==> config.mk <==
export PLATFORM = sky130hd
export DESIGN_NAME = audio_sample_pacer
export DESIGN_NICKNAME = d
export VERILOG_FILES = /design/src/rtl/audio_sample_pacer.sv
export SDC_FILE = /design/constraint.sdc
export NUM_CORES = 1
export LEC_CHECK = 0
export CAP_MARGIN = 20
export CORE_ASPECT_RATIO = 1.2
export CORE_UTILIZATION = 50
export CTS_BUF_LIST = sky130_fd_sc_hd__clkbuf_8
export DETAILED_ROUTE_END_ITERATION = 10
export PLACE_DENSITY_LB_ADDON = 0.3
export SLEW_MARGIN = 20
export SYNTH_ARGS = -nofsm -noshare
export SYNTH_HDL_FRONTEND = slang
export SYNTH_SLANG_ARGS = --single-unit
==> constraint.sdc <==
create_clock -name clk -period 5.44 [get_ports clk]
set_clock_uncertainty 0.2 [all_clocks]
set_input_delay 1.088 -clock clk [delete_from_list [all_inputs] [get_ports clk]]
set_output_delay 1.088 -clock clk [all_outputs]
set_load 0.005 [all_outputs]
run_1/layer_met1.png
Supply wires on this layer in grey.
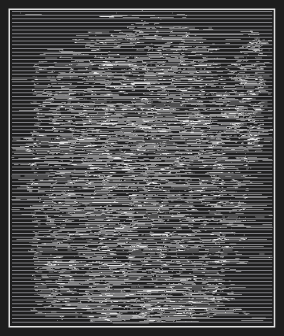
wire length on this layer: 20.8 mm
share of all routed wire: 46%
M1 GR Usage: 0.3179
via count: 10,680
DRT Wirelength: 45.05 mm

run_1/layer_met2.png
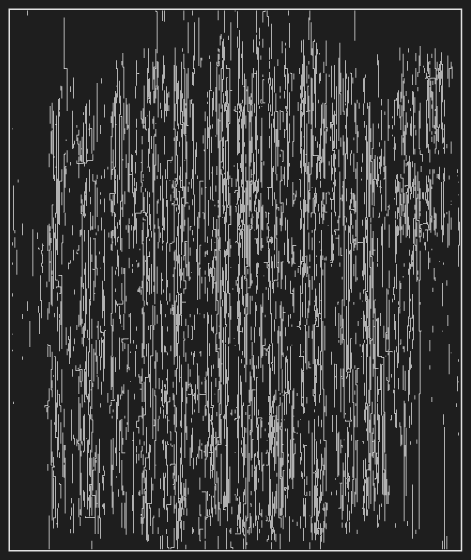
wire length on this layer: 20.6 mm
share of all routed wire: 46%
GR Layer Usage met2: 0.3078

run_1/layer_met3.png
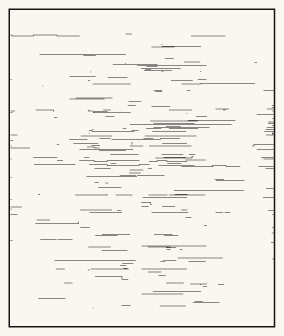
wire length on this layer: 2,960 um
main direction: horizontal
longest straight run: 74.5 um
share of all routed wire: 6.6%
nets with wire on the layer: 128
met3 usage: 0.03863

run_1/layer_met4.png
The bar under the picture is 50 um long. Supply wires on this layer in grey. Cells faint in the background.
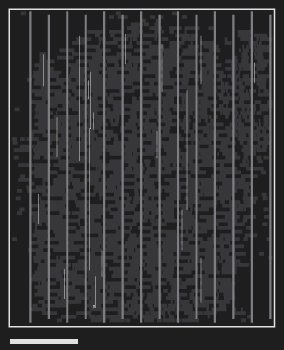
main direction: vertical
share of all routed wire: 1.5%
longest straight run: 104 um
wire length on this layer: 683 um

==> Slide: Implementation Results, run 1 <==
Synthesis and Place & Route Summary

Final timing
  • Final worst path period need: 3.910 ns
  • Max Transition Viols Final: 0
  • Final setup margin: 1.530 ns
  • Final hold viol count: 0
  • Relative slew slack: 0.3397
  • Setup TNS: 0 ns
  • Final setup viols: 0
  • Period utilization: 0.7187

Layout
  • Layout cells sized above 1: 0.2365
  • CLK BUF: 93
  • Layout Cells excl Fill: 1,816
  • Final Net Count: 1,235
  • Clock-cell share of area: 0.06177
  • Seq_cells: 576
  • N_diodes: 1
  • Leading cell kind: flip-flops and latches
  • Fillcell total: 3,212
  • Dominant logic cell types in the final layout: edfxtp_1, mux4_2, clkbuf_8, clkdlybuf4s50_1, dfrtp_1
  • MI comb cells: 413
  • Commonest Layout Cell: edfxtp_1

Placed design
  • DP Wirelength: 27.74 mm
  • Pre-CTS setup slack: 0.8976 ns
  • Placed insts: 1,658

Synthesis
  • Sequential element share of the synthesized area: 0.7687
  • Count leader, synth: edfxtp_1
  • Synth area leader: edfxtp_1
  • AO/OA Area Share: 0.03970
  • EDFF count, synth: 512
  • Synth mux share: 0.1319
  • Main logic family after synthesis: multiplexers
  • Top_reg_cell synth: edfxtp_1
  • Distinct cells, synth: 51
  • Syn avg cell area: 20.92 um^2
  • Yosys simple share: 0.03245
  • Ys async rst share: 0.1111
  • Adder share: 0.006569
  • Top cells by count: edfxtp_1, mux4_2, dfrtp_1, nand2_1

Clocking
  • Num CTS Buffers: 85
  • Clk buf depth: 3
  • Post-CTS setup buffers: 0
  • CTS tree: built
  • Clock slew at reported path FFs: 0.06 ns
  • Root Buffer: clkbuf_8

Worst setup path
  • Worst path slowest cell: nor4_1
  • WP depth: 4
  • Critical path's largest stage delay: 0.66 ns
  • CP bufs+invs: 2
  • Critical path type: reg -> out
  • CP Launch Type: register
  • WP data required: 4.15 ns
  • Delay-heaviest family, CP: simple AND/OR/NAND/NOR gates
  • WP data arrival: 2.62 ns
  • Worst reg-to-reg setup slack: 1.88 ns
  • Worst-case reg-to-reg path depth: 10

Status
  • Status: finished clean

Global routing
  • Vias in the first global route: 11,000
  • GRT busiest layer: met1

Floorplanning
  • Core footprint: 43,720 um^2
  • I/O pin count: 80
  • Row count: 84
  • Taps Inserted: 559
  • Starting Density: 0.5053
  • Die Wd: 193.9 um

Power and ir drop
  • Sequential Power Share: 0.591
  • Comb group: 0.000210 W
  • Clock share of power: 0.384
  • Cell Pwr Density: 328.2 nW/um^2
  • Combinational power share: 0.025
  • Seq group: 0.00487 W
  • Top pwr grp: registers
  • Sw Share: 0.2119

Flow run
  • MaxCap Viol Count: 0
  • Tally of OpenROAD warnings: 31

Min path
  • Worst hold path depth: 1
  • HP Class: reg -> reg

Drt
  • Top sig layer: met4
  • Avg WL per Cell: 24.81 um
  • Vias/cell: 5.882
  • Wl on met1: 20.83 mm
  • Drc violations: 0
==> run 2, diff against run 1 <==
- clock period: 5.44 -> 3.5 ns (I/O delays scaled with it)
run_2/layer_met1.png
Supply wires on this layer in grey.
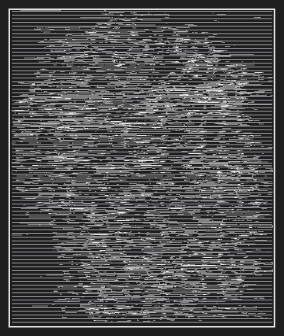
wire length on this layer: 18,600 um
share of all routed wire: 41%
longest straight run: 55.7 um
DRT Wirelength: 45.62 mm
via count: 10,790
M1 GR Usage: 0.2786

==> run 2 against run 1 <==
Non-clock buffer count rose by 41. Routed wire length grew 1.3%. Critical path depth is 6 higher. Setup slack worse by 1.4 ns. First-iteration DRC count shrank 10%. Register-to-register slack got worse by 1.8 ns. Clock power rose by 67%. Sequential cell count stayed put.
==> Slide: Implementation Results, run 2 <==
Synthesis and Place & Route Summary

Power and ir drop
  • Combinational power share: 0.026 (about the same)
  • Cell Pwr Density: 508.3 nW/um^2 (+55%)
  • Tot Pwr: 0.01321 W
  • Top pwr grp: registers
  • Comb group: 0.000350 W (+67%)
  • Sequential Power Share: 0.573 (-0.018)
  • Leakage: 8.529 nW
  • P_clk: 0.00528 W
  • Sw Share: 0.2064 (-0.005464)
  • Clock share of power: 0.400 (+0.016)
  • Seq group: 0.00757 W (+55%)

Status
  • Status: finished clean

Synthesis
  • Top_reg_cell synth: edfxtp_1
  • Mapped cell area: 22,090 um^2
  • Sequential element share of the synthesized area: 0.7687 (unchanged)
  • Ys async rst share: 0.1111 (unchanged)
  • Count leader, synth: edfxtp_1
  • AO/OA Area Share: 0.03970 (unchanged)
  • Top area contributor share: 0.6959
  • Synth area leader: edfxtp_1
  • Yosys simple share: 0.03245 (unchanged)
  • Synth mux share: 0.1319 (unchanged)
  • Top cells by count: edfxtp_1, mux4_2, dfrtp_1, nand2_1
  • Distinct cells, synth: 51 (unchanged)
  • Syn avg cell area: 20.92 um^2 (unchanged)
  • Main logic family after synthesis: multiplexers
  • EDFF count, synth: 512 (unchanged)
  • Adder share: 0.006569 (unchanged)

Min path
  • HP Class: in -> async

Placed design
  • DP Wirelength: 27.18 mm (-2.0%)
  • Placed insts: 1,699 (+2.5%)
  • Pre-CTS setup slack: 0.06242 ns (-0.8352 ns)
  • GPL Wtd Cong: 0.7438

Worst setup path
  • Worst-case reg-to-reg path depth: 10 (unchanged)
  • CP bufs+invs: 0 (-2)
  • WP data required: 3.81 ns (-0.34 ns)
  • WP depth: 10 (+6)
  • Critical path's largest stage delay: 0.51 ns (-0.15 ns)
  • Delay-heaviest family, CP: simple AND/OR/NAND/NOR gates
  • CP Launch Type: register
  • WP data arrival: 3.70 ns (+1.08 ns)
  • Worst path slowest cell: or4_4
  • Critical path type: reg -> reg
  • Worst reg-to-reg setup slack: 0.11 ns (-1.77 ns)

Global routing
  • GRT busiest layer: met2
  • GR Layer Usage met2: 0.3615 (+0.05370)
  • Met3 usage: 0.03631 (-0.002324)
  • First-pass GRT wire length: 69.92 mm
  • Vias in the first global route: 11,390 (+3.6%)

Layout
  • CLK BUF: 95 (+2.2%)
  • Fillcell total: 3,195 (-0.53%)
  • Seq_cells: 576 (unchanged)
  • MI comb cells: 413 (unchanged)
  • Leading cell kind: flip-flops and latches
  • Commonest Layout Cell: edfxtp_1
  • Post-route cell area: 25,980 um^2
  • N_diodes: 0 (-1)
  • Layout Cells excl Fill: 1,858 (+2.3%)
  • Final Net Count: 1,278 (+3.5%)
  • Layout cells sized above 1: 0.2664 (+0.02989)
  • Clock-cell share of area: 0.06487 (+0.003106)
  • Dominant logic cell types in the final layout: edfxtp_1, mux4_2, clkbuf_8, clkdlybuf4s50_1, dfrtp_1

Clocking
  • Num CTS Buffers: 87 (+2.4%)
  • Root Buffer: clkbuf_8
  • CTS tree: built
  • Clk buf depth: 3 (unchanged)
  • Post-CTS setup buffers: 0 (unchanged)
  • Clock slew at reported path FFs: 0.06 ns (about the same)

Drt
  • Avg WL per Cell: 24.56 um (-1.0%)
  • Drc violations: 0 (unchanged)
  • Routed length on met2: 23.83 mm
  • Vias/cell: 5.806 (-1.3%)
  • Top sig layer: met4
  • Wl on met1: 18.57 mm (-11%)

Final timing
  • Relative slew slack: 0.3649 (+0.02513)
  • Period utilization: 0.9699
  • Max Transition Viols Final: 0 (unchanged)
  • Final setup margin: 0.1053 ns (-1.425 ns)
  • Final hold viol count: 0 (unchanged)
  • Setup TNS: 0 ns (unchanged)
  • Final setup viols: 0 (unchanged)
  • Final worst path period need: 3.395 ns

Floorplanning
  • Taps Inserted: 559 (unchanged)
  • Row count: 84 (unchanged)
  • Die Wd: 193.9 um (unchanged)
  • Die Y: 232.3 um
  • Starting Density: 0.5053 (unchanged)
  • Core footprint: 43,720 um^2 (unchanged)
  • I/O pin count: 80 (unchanged)

Flow run
  • Tally of OpenROAD warnings: 31 (unchanged)
  • MaxCap Viol Count: 0 (unchanged)
Power figures rest on the tool's default switching activity, not on a simulated workload.
